[config.mk]
export PLATFORM = sky130hd
export DESIGN_NAME = traffic_sensor_conditioner
export DESIGN_NICKNAME = d
export VERILOG_FILES = /design/src/rtl/traffic_sensor_conditioner.sv
export SDC_FILE = /design/constraint.sdc
export NUM_CORES = 1
export LEC_CHECK = 0
export CAP_MARGIN = 20
export CORE_ASPECT_RATIO = 1.75
export CORE_MARGIN = 4
export CORE_UTILIZATION = 52
export DETAILED_ROUTE_END_ITERATION = 7
export PLACE_DENSITY_LB_ADDON = 0.15
export SLEW_MARGIN = 40
export SYNTH_ARGS = -nofsm -noshare
export SYNTH_HDL_FRONTEND = slang
export SYNTH_SLANG_ARGS = --single-unit
[constraint.sdc]
create_clock -name clk -period 1.4 [get_ports clk]
set_input_delay 0.21 -clock clk [delete_from_list [all_inputs] [get_ports clk]]
set_output_delay 0.21 -clock clk [all_outputs]
set_load 0.01 [all_outputs]
[src/rtl/traffic_sensor_conditioner.sv]
// Conditions raw roadside sensors into pedestrian/ambulance/density requests for the light controller.
// Latency: 2-flop sync plus debounce/qualify; pedestrian at edge 3+DEBOUNCE_CYCLES, ambulance at edge 2+AMB_QUAL, density per window. No backpressure.
module traffic_sensor_conditioner #(
  parameter int DEBOUNCE_CYCLES = 4,
  parameter int AMB_QUAL        = 3,
  parameter int AMB_HOLD        = 12,
  parameter int WINDOW_CYCLES   = 64,
  parameter int TH_LOW          = 4,
  parameter int TH_MED          = 8,
  parameter int TH_HIGH         = 12,
  parameter int CNT_W           = 8
) (
  input  logic       clk,
  input  logic       reset_n,
  input  logic       ped_button,
  input  logic       siren_detect,
  input  logic       car_pulse,
  input  logic       red,
  output logic       pedestrian,
  output logic       ambulance,
  output logic [1:0] traffic_density
);

  localparam int DEB_W = $clog2(DEBOUNCE_CYCLES + 1);
  localparam int QW    = $clog2(AMB_QUAL + 1);
  localparam int HW    = $clog2(AMB_HOLD + 1);
  localparam int WIN_W = $clog2(WINDOW_CYCLES);

  localparam logic [1:0] A_IDLE   = 2'd0;
  localparam logic [1:0] A_QUAL   = 2'd1;
  localparam logic [1:0] A_ACTIVE = 2'd2;
  localparam logic [1:0] A_HOLD   = 2'd3;

  logic btn_s1, btn_s2, siren_s1, siren_s2, car_s1, car_s2;
  logic car_d, red_d;
  logic deb_level, deb_prev;
  logic [DEB_W-1:0] deb_cnt;
  logic [1:0] amb_state, amb_nxt;
  logic [QW-1:0] qual_cnt, qual_nxt;
  logic [HW-1:0] hold_cnt, hold_nxt;
  logic [WIN_W-1:0] win_cnt;
  logic [CNT_W-1:0] veh_cnt, veh_inc;
  logic [1:0] dens_code;
  logic car_edge, win_last, ped_set, ped_clr;

  always_ff @(posedge clk or negedge reset_n) begin
    if (!reset_n) begin
      btn_s1   <= 1'b0;
      btn_s2   <= 1'b0;
      siren_s1 <= 1'b0;
      siren_s2 <= 1'b0;
      car_s1   <= 1'b0;
      car_s2   <= 1'b0;
      car_d    <= 1'b0;
      red_d    <= 1'b0;
    end else begin
      btn_s1   <= ped_button;
      btn_s2   <= btn_s1;
      siren_s1 <= siren_detect;
      siren_s2 <= siren_s1;
      car_s1   <= car_pulse;
      car_s2   <= car_s1;
      car_d    <= car_s2;
      red_d    <= red;
    end
  end

  // Level flips only after DEBOUNCE_CYCLES consecutive mismatching samples.
  always_ff @(posedge clk or negedge reset_n) begin
    if (!reset_n) begin
      deb_level <= 1'b0;
      deb_prev  <= 1'b0;
      deb_cnt   <= '0;
    end else begin
      deb_prev <= deb_level;
      if (btn_s2 != deb_level) begin
        if (deb_cnt == DEB_W'(DEBOUNCE_CYCLES - 1)) begin
          deb_level <= btn_s2;
          deb_cnt   <= '0;
        end else begin
          deb_cnt <= deb_cnt + DEB_W'(1);
        end
      end else begin
        deb_cnt <= '0;
      end
    end
  end

  assign ped_set = deb_level & ~deb_prev;
  assign ped_clr = red & ~red_d;

  // A new press landing on the red entry must not be lost, so set wins.
  always_ff @(posedge clk or negedge reset_n) begin
    if (!reset_n) begin
      pedestrian <= 1'b0;
    end else if (ped_set) begin
      pedestrian <= 1'b1;
    end else if (ped_clr) begin
      pedestrian <= 1'b0;
    end
  end

  always_comb begin
    amb_nxt  = amb_state;
    qual_nxt = qual_cnt;
    hold_nxt = hold_cnt;
    case (amb_state)
      A_IDLE: begin
        if (siren_s2) begin
          qual_nxt = QW'(1);
          amb_nxt  = A_QUAL;
        end
      end
      A_QUAL: begin
        if (!siren_s2) begin
          amb_nxt = A_IDLE;
        end else begin
          qual_nxt = qual_cnt + QW'(1);
          if (qual_nxt == QW'(AMB_QUAL)) amb_nxt = A_ACTIVE;
        end
      end
      A_ACTIVE: begin
        if (!siren_s2) begin
          hold_nxt = '0;
          amb_nxt  = A_HOLD;
        end
      end
      A_HOLD: begin
        if (siren_s2) begin
          amb_nxt = A_ACTIVE;
        end else if (hold_cnt == HW'(AMB_HOLD - 1)) begin
          amb_nxt = A_IDLE;
        end else begin
          hold_nxt = hold_cnt + HW'(1);
        end
      end
      default: amb_nxt = A_IDLE;
    endcase
  end

  always_ff @(posedge clk or negedge reset_n) begin
    if (!reset_n) begin
      amb_state <= A_IDLE;
      qual_cnt  <= '0;
      hold_cnt  <= '0;
      ambulance <= 1'b0;
    end else begin
      amb_state <= amb_nxt;
      qual_cnt  <= qual_nxt;
      hold_cnt  <= hold_nxt;
      ambulance <= (amb_nxt == A_ACTIVE) || (amb_nxt == A_HOLD);
    end
  end

  assign car_edge = car_s2 & ~car_d;
  assign win_last = (win_cnt == WIN_W'(WINDOW_CYCLES - 1));
  // An edge on the closing cycle still belongs to the closing window.
  assign veh_inc  = (car_edge && (veh_cnt != {CNT_W{1'b1}})) ? veh_cnt + CNT_W'(1) : veh_cnt;

  always_comb begin
    if (int'(veh_inc) < TH_LOW)       dens_code = 2'b00;
    else if (int'(veh_inc) < TH_MED)  dens_code = 2'b01;
    else if (int'(veh_inc) < TH_HIGH) dens_code = 2'b10;
    else                              dens_code = 2'b11;
  end

  always_ff @(posedge clk or negedge reset_n) begin
    if (!reset_n) begin
      win_cnt         <= '0;
      veh_cnt         <= '0;
      traffic_density <= 2'b00;
    end else if (win_last) begin
      win_cnt         <= '0;
      veh_cnt         <= '0;
      traffic_density <= dens_code;
    end else begin
      win_cnt <= win_cnt + WIN_W'(1);
      veh_cnt <= veh_inc;
    end
  end

endmodule

==> reports/qor.txt <==
Fraction of area in multi-input gates = 0.344
CP Max Fanout = 3
Violations in the final reports = setup timing
Count of flip-flops with a built-in enable after synthesis = 0
Antenna violations before repair = 0
Maximum number of pins on one net before global-route repair = 39
Multi-input gate count = 105
Top non-seq family = simple AND/OR/NAND/NOR gates
Most common library cell in the layout ignoring fill and taps = dfrtp_1
Cell with the most instances after synthesis = dfrtp_1
Dominant cell type by area after synthesis = dfrtp_1
Yosys cell types = 43
Core Util at FP = 0.540
Adder Area Share = 0.0369
Number of antenna diodes = 0
Tool warning count = 29
Number of maximum-capacitance constraint violations = 0
Status = complete, but fails checks
Fin worst setup slack = -0.119 ns
Uppermost layer routed = met4
Worst endpoint required time = 1.56 ns
Met3 Routed Length = 86 um
Largest Register = veh_cnt
Clock tree from TritonCTS = done
Slew at the pin with the worst max-slew slack = 0.336 ns
Final HPWL DP = 2490 um
Critical Path AT = 1.68 ns
Post-Syn Instances = 150
DP Worst Slack = -0.145 ns
Area added between synthesis and finish = 29.1%
Final setup violation count = 5
Syn Nets = 161
DRC violation count after routing = 0
### The metal 1 layer

Drawn at 8 px/um. Supply wires on this layer in grey.
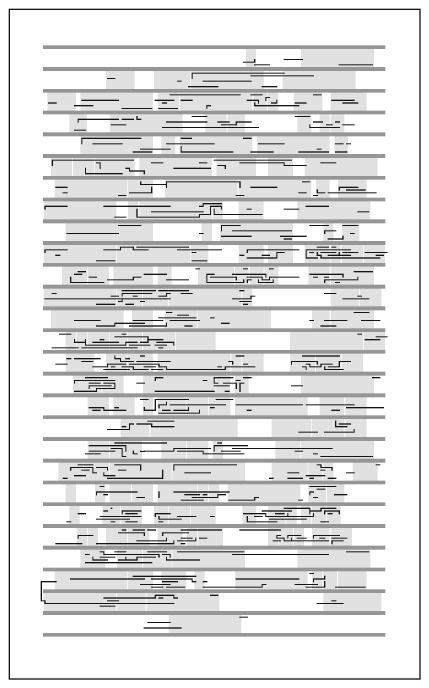
share of all routed wire = 36%
main direction = horizontal
nets with wire on the layer = 187

### Wires at chosen ports, followed through buffers

Drawn at 4 px/um.
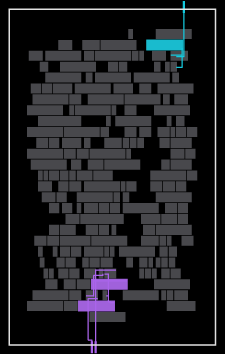
pedestrian -> cyan  # direction output, edge top, end cells 1, buffers 1, wire 22.1 um
traffic_density -> purple  # direction output, edge bottom, end cells 2, buffers 2, wire 65.3 um

### Local utilization

Drawn at 6 px/um. 5 x 8 tiles, from dark blue (low) to red (high), 0 to 100% covered.
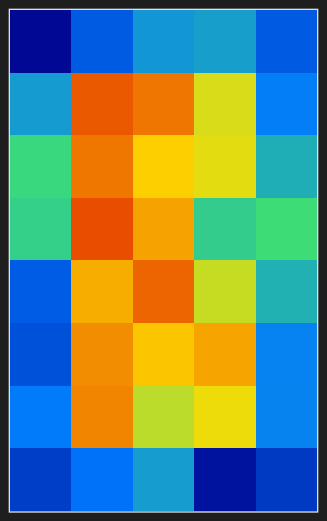
nearly empty tiles = 2.5%
mean over tiles = 50%
densest ninth of the die = centre

